## config.mk

```make
export PLATFORM = sky130hd
export DESIGN_NAME = lshift_pipe
export DESIGN_NICKNAME = d
export VERILOG_FILES = /design/src/rtl/lshift_pipe.sv
export SDC_FILE = /design/constraint.sdc
export NUM_CORES = 1
export LEC_CHECK = 0
export ABC_AREA = 0
export CORE_UTILIZATION = 33
export CTS_CLUSTER_DIAMETER = 40
export DETAILED_ROUTE_END_ITERATION = 10
export PLACE_DENSITY = 0.54
export SLEW_MARGIN = 25
export SYNTH_ARGS = -nofsm -noshare
export SYNTH_HDL_FRONTEND = slang
export SYNTH_SLANG_ARGS = --single-unit
```

## constraint.sdc

```tcl
create_clock -name clk -period 1.2 [get_ports clk]
set_clock_uncertainty 0.05 [all_clocks]
set_input_delay 0.24 -clock clk [delete_from_list [all_inputs] [get_ports clk]]
set_output_delay 0.24 -clock clk [all_outputs]
set_load 0.01 [all_outputs]
```

## src/rtl/lshift_pipe.sv

```systemverilog
// lshift_pipe: pipelined left barrel shifter (logical shift or rotate).
// One register stage per shift-amount bit; stage k shifts by 2^k when its
// carried amount bit k is set. The whole pipeline advances together with a
// single enable, so it stalls only when a valid result is blocked downstream.
module lshift_pipe #(
  parameter  int WIDTH = 8,
  localparam int SHW   = $clog2(WIDTH)
) (
  input  logic             clk,
  input  logic             rst_n,
  input  logic             in_valid,
  output logic             in_ready,
  input  logic [WIDTH-1:0] in_data,
  input  logic [SHW-1:0]   in_shamt,
  input  logic             in_rot,
  output logic             out_valid,
  input  logic             out_ready,
  output logic [WIDTH-1:0] out_data,
  output logic             out_ovf
);

  logic [SHW-1:0]            valid_q, valid_d;
  logic [SHW-1:0][WIDTH-1:0] data_q,  data_d;
  logic [SHW-1:0][SHW-1:0]   shamt_q, shamt_d;
  logic [SHW-1:0]            rot_q,   rot_d;
  logic [SHW-1:0]            ovf_q,   ovf_d;

  // Stage inputs: stage 0 is fed from the input port, stage k from stage k-1.
  logic [SHW-1:0]              src_valid;
  logic [SHW-1:0][WIDTH-1:0]   src_data;
  logic [SHW-1:0][SHW-1:0]     src_shamt;
  logic [SHW-1:0]              src_rot;
  logic [SHW-1:0]              src_ovf;
  // Double-width shift result: upper half holds the bits pushed past the MSB.
  logic [SHW-1:0][2*WIDTH-1:0] ext;

  logic adv;

  assign adv       = ~valid_q[SHW-1] | out_ready;
  assign in_ready  = adv;

  assign src_valid = {valid_q[SHW-2:0], in_valid};
  assign src_data  = {data_q[SHW-2:0],  in_data};
  assign src_shamt = {shamt_q[SHW-2:0], in_shamt};
  assign src_rot   = {rot_q[SHW-2:0],   in_rot};
  assign src_ovf   = {ovf_q[SHW-2:0],   1'b0};

  // Per-stage shift/rotate and overflow accumulation; hold everything on stall.
  always_comb begin
    valid_d = valid_q;
    data_d  = data_q;
    shamt_d = shamt_q;
    rot_d   = rot_q;
    ovf_d   = ovf_q;
    ext     = '0;
    for (int k = 0; k < SHW; k++) begin
      ext[k] = {{WIDTH{1'b0}}, src_data[k]} << (src_shamt[k][k] ? (2 ** k) : 0);
      if (adv) begin
        valid_d[k] = src_valid[k];
        data_d[k]  = ext[k][WIDTH-1:0] |
                     (src_rot[k] ? ext[k][2*WIDTH-1:WIDTH] : {WIDTH{1'b0}});
        shamt_d[k] = src_shamt[k];
        rot_d[k]   = src_rot[k];
        ovf_d[k]   = src_ovf[k] | (~src_rot[k] & (|ext[k][2*WIDTH-1:WIDTH]));
      end
    end
  end

  // Stage registers; reset discards every in-flight word.
  always_ff @(posedge clk or negedge rst_n) begin
    if (!rst_n) begin
      valid_q <= '0;
      data_q  <= '0;
      shamt_q <= '0;
      rot_q   <= '0;
      ovf_q   <= '0;
    end else begin
      valid_q <= valid_d;
      data_q  <= data_d;
      shamt_q <= shamt_d;
      rot_q   <= rot_d;
      ovf_q   <= ovf_d;
    end
  end

  assign out_valid = valid_q[SHW-1];
  assign out_data  = data_q[SHW-1];
  assign out_ovf   = ovf_q[SHW-1];

  // The last stage's mode/amount and already-consumed amount bits are not needed.
  logic unused_bits;
  assign unused_bits = ^{shamt_q, rot_q};

endmodule

```

Fig. 1: run 1, floorplan with the power grid
Scale: 6 px per um. Pins as bars on the die edge. Tap cells in grey.
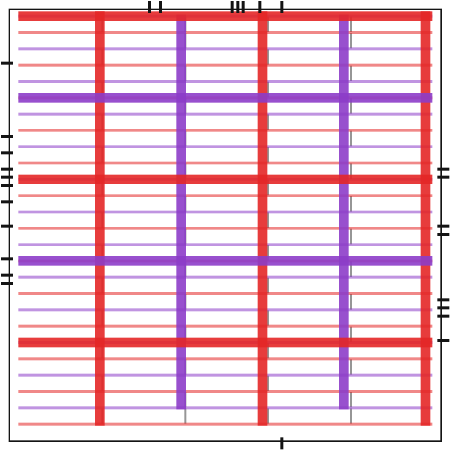
- VSS: red
- VDD: purple
- rows: 25
- met1 rails: 26
core area: 4692 um2
die width: 71.75 um

Fig. 2: run 1, placement by cell class
Scale: 6 px per um. Fill, decap, tap and diode cells in grey.
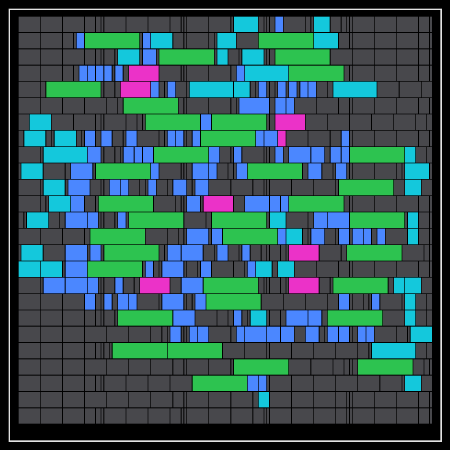
- registers: green (cells 35; share of their area 44%)
- remaining logic cells: blue (cells 114; share of their area 32%)
- clock drivers and dummy loads: magenta (cells 8; share of their area 5.0%)
- remaining buffers and delay cells: cyan (cells 41; share of their area 20%)
row count: 25
flop share of the area: 42.22%
Util after Layout: 44.21%

Fig. 3: run 1, clock distribution
Scale: 4 px per um.
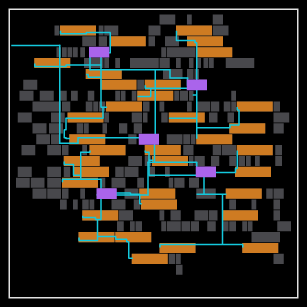
- clock wires: cyan (length 465 um)
- flip-flops: orange (count 35)
- clock-net drivers: purple (count 5)
- routed clock nets: 6
Clock group: 937 uW
clock power share: 21.3%

Fig. 4: run 1, signal wires by layer
Scale: 6 px per um.
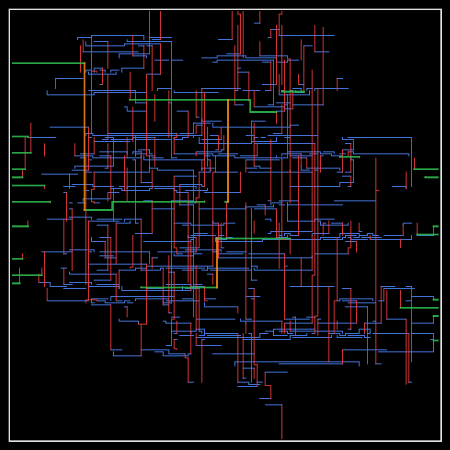
- M3: green (wire length 141 um)
- M2: red (wire length 1,320 um)
- M4: orange (wire length 49.6 um)
- M1: blue (wire length 1,470 um)
GRT Overall Usage: 12.84%
WL final: 2.981 mm
drt wl/cell: 11.83 um
Via Count: 1,161

==> results.toml, run 1 <==
# implementation run metrics
[sta]
grt_setup_unrepaired = "true"
slew_headroom_pct = 85.61
period_minus_slack_ns = 1.298
period_used_pct = 108.1
tns_ns = -0.1818
max_freq_mhz = 770.7
setup_viol = 2
finalHoldViolCount = 0
finalWorstSetupSlack_ns = -0.09758
final-max-slew-violation-count = 0
hold_ws_ns = 0.2798
tightest_slew_ns = 0.2159

[logic_synthesis]
synth_nets = 183
ys_sh_xor_pct = 0
ys_cells = 167
yosysWarnings = 0
numSynthFlops = 35
ys_sh_simple_pct = 14.81
ys_seq_share_pct = 54.56
logic_family = "simple AND/OR/NAND/NOR gates"
top_area_share_pct = 54.56
mux_area_share_pct = 10.60
yosysTopAreaCell = "dfrtp_1"
synth.distinct_cells = 17
aoi_share_pct = 12.63
synthTopCellsByCount = "42 x nand2_1, 35 x dfrtp_1, 27 x o21ai_0, 17 x mux2i_1"
synthTopCellsByArea = "dfrtp_1 55%, mux2i_1 11%, nand2_1 9.8%"
syn_area_um2 = 1605
most_common_cell = "nand2_1"
yosys_area_um2 = 1605
adder_share_pct = 0
async_reset_ff_share_pct = 100.0
avgSynthCellArea_um2 = 9.613
synth-edff-count = 0
synthCells = 167
synth_top_flop_cell = "dfrtp_1"

[pwr]
total_power_mw = 4.395
power.density_nw_per_um2 = 2119
cellLeakagePower_nw = 0.9542
ir_worst_vdd_mv = 0.8743

[worst_setup_path]
worstReg2RegEnd = "ovf_q[2]$_DFFE_PN0P_"
cp-start-kind = "flip-flop"
cp-startpoint = "data_q[14]$_DFFE_PN0P_"
worstSetupPathType = "flip-flop to flip-flop"
cp-end-kind = "flip-flop"
reg2reg_depth = 3
crit_arrival_ns = 1.41
required_ns = 1.32
path_cells = "or4_4 -> a31oi_1 -> a21oi_1"
slowest_stage = "or4_4"
critPathMaxFanout = 2
crit_buf_inv = 0
regToRegStartpoint = "data_q[14]$_DFFE_PN0P_"
r2r_setup_slack_ns = -0.1
critPathTopFamily = "simple AND/OR/NAND/NOR gates"
worst-path-stages = 3
critPathCapture = "ovf_q[2]$_DFFE_PN0P_"
cpPeakStageDelay_ns = 0.52

[route]
drtIter0Drc = 51
drc = 0
first_pass_iters = 4
ant_nets = 0
viasPerCell = 4.607

[layout]
final_area_um2 = 2074
dominant_cells = "registers"
comb_cells = 111
diodes = 0
nets = 213
clk_share_pct = 4.825
final_cell_mix = "42 x nand2_1, 35 x dfrtp_1, 26 x o21ai_0"
seq_area_um2 = 875.8
flop-count = 35
comb_share_pct = 29.98
comb_area_um2 = 621.8
clkbuf_count = 8
drive_gt1_share_pct = 18.18
lay_top_count = "nand2_1"
inverters = 3
fillers = 469
signal_buffers = 41
final-nonclk-buf-share_pct = 19.18
synthToLayoutAreaGrowth_pct = 29.23
finalNonFillerCells = 252

[clock_tree]
cts_buffer_depth = 2
numCtsBuffers = 5
root_buffer = "clkbuf_8"
htree_levels = 2
path_clk_slew_ns = 0.07
cts_resized = 36
post_cts_buffers = 2
cts_sinks = 35
cts_hold_buf = 0
clock_latency_ns = 0.28
cts_tree = "done"

[global_routing]
use_met3_pct = 4.641
grt_max_degree = 58
grt_overflow = 0
grt.met2_usage_pct = 19.92
grt_busiest_layer = "met2"
grt_first_pass_wirelength_mm = 5.016
antenna_found_initial = 0
grt_pass1_vias = 1108
grt_use_met1_pct = 16.04

[floorplanning]
die_area_um2 = 5147
nWellTaps = 54
initial_utilization_pct = 34.21
io_pins = 27

[placement]
gp_congestion = 0.7822
numPortBuffers = 26
pre_cts_ws_ns = -0.4417
hpwlAfterDp_mm = 1.982
numPlacedInstances = 239
place_area_um2 = 1953

[status]
outcome = "finished with violations"
violations = "negative setup slack"

[run]
max-cap-violations = 0
warning_count = 29

[worst_hold_path]
hold_class = "primary input to async pin"
run 1: state kept, by name (all words and copies together), names as in the netlist:
name      count
data_q       16
out_data      8
ovf_q         3
shamt_q       3
valid_q       3
rot_q         2
run 1: where the power goes:
part           switching (mW)  leakage [nW]  internal (mW)
Clock                   0.413        0.0515          0.524
Sequential              0.277         0.430           1.61
Combinational           0.738         0.472          0.837
run 1: routing by layer:
layer | vias up | routed length, um
li1 | 617 | -
met1 | 509 | 1466
met2 | 29 | 1324
met3 | 6 | 140
met4 | 0 | 49
met5 | - | 0
Fig. 5: run 1, routing congestion map
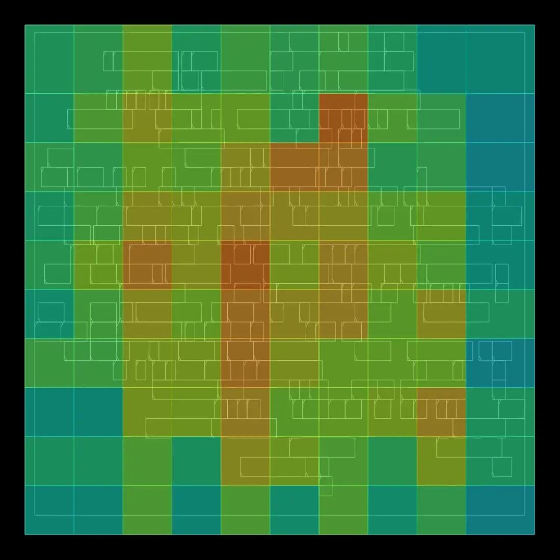

## Run 2: what changed since run 1
--- a/config.mk
+++ b/config.mk
@@ -7,6 +7,7 @@
 export LEC_CHECK = 0
 export ABC_AREA = 0
 export CORE_UTILIZATION = 33
+export CTS_BUF_LIST = sky130_fd_sc_hd__clkbuf_8
 export CTS_CLUSTER_DIAMETER = 40
 export DETAILED_ROUTE_END_ITERATION = 10
 export PLACE_DENSITY = 0.54
Fig. 6: run 2, routing congestion map
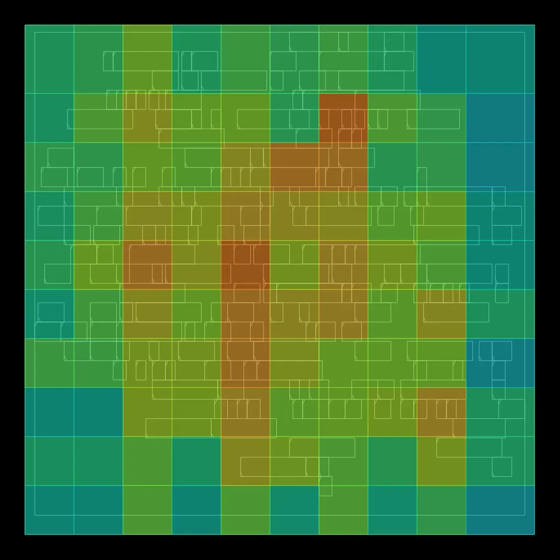
met2 usage in global routing: 19.71%
GRT Overall Usage: 12.81%
met1 Use GR: 16.13%

==> results.toml, run 2 <==
# implementation run metrics
[run]
max-cap-violations = 0

[placement]
hpwlAfterDp_mm = 1.982
place_area_um2 = 1953
gp_congestion = 0.7822
pre_cts_ws_ns = -0.4417

[worst_setup_path]
cpPeakStageDelay_ns = 0.45
critPathMaxFanout = 2
worstSetupPathType = "primary input to primary output"
cp-start-kind = "primary input"

[clock_tree]
root_buffer = "clkbuf_8"
post_cts_buffers = 2
path_clk_slew_ns = 0.07
cts_hold_buf = 0
clock_latency_ns = 0.28
cts_resized = 31

[layout]
regMostFlops = "data_q"
largest_reg_flops = 16
final-nonclk-buf-share_pct = 19.23
clk_share_pct = 4.822
drive_gt1_share_pct = 18.18
dominant_cells = "registers"
final_cell_mix = "42 x nand2_1, 35 x dfrtp_1, 26 x o21ai_0"
final_area_um2 = 2076
clkbuf_count = 7
comb_area_um2 = 621.8

[global_routing]
grt_overflow = 0
grt_pass1_vias = 1107
use_met3_pct = 4.641

[sta]
setup_viol = 2
hold_ws_ns = 0.2795
max_freq_mhz = 763.5
finalWorstSetupSlack_ns = -0.1098
period_minus_slack_ns = 1.310
slew_headroom_pct = 85.61

[floorplanning]
io_pins = 27
nWellTaps = 54
fp.coreArea_um2 = 4692

[status]
violations = "negative setup slack"
outcome = "finished with violations"

[pwr]
powerClk_uw = 928
power.density_nw_per_um2 = 2114
comb-power_mw = 1.58
total_power_mw = 4.389
ir_worst_vdd_mv = 0.8755
cellLeakagePower_nw = 0.9570
clkPwrFrac_pct = 21.2
seq_power_mw = 1.88

[logic_synthesis]
numSynthFlops = 35
ys_cells = 167
logic_family = "simple AND/OR/NAND/NOR gates"
syn_area_um2 = 1605
synthTopCellsByArea = "dfrtp_1 55%, mux2i_1 11%, nand2_1 9.8%"
synthCells = 167
mux_area_share_pct = 10.60
most_common_cell = "nand2_1"
yosysWarnings = 0
adder_share_pct = 0
synth_top_flop_cell = "dfrtp_1"
synth.distinct_cells = 17
synth_nets = 183
aoi_share_pct = 12.63

[route]
viasPerCell = 4.595
first_pass_iters = 4
met1_length_mm = 1.464
top_layer = "met4"
==> run 2: final timing paths <==
kind / startpoint / endpoint / slack [ns] / depth (start not counted)
worst min-delay path: rst_n / out_data[2]$_DFFE_PN0P_ / 0.28 / 2
worst max-delay path: out_ready / in_ready / -0.11 / 4
worst min register to register: valid_q[1]$_DFFE_PN0P_ / valid_q[2]$_DFFE_PN0P_ / 0.42 / 1
worst max register to register: data_q[14]$_DFFE_PN0P_ / ovf_q[2]$_DFFE_PN0P_ / -0.10 / 3
max in group asynchronous: rst_n / shamt_q[2]$_DFFE_PN0P_ / 0.64 / 2
min in group clk: valid_q[1]$_DFFE_PN0P_ / valid_q[2]$_DFFE_PN0P_ / 0.42 / 1
No activity file was given, so power comes from the tool's default toggle rates.
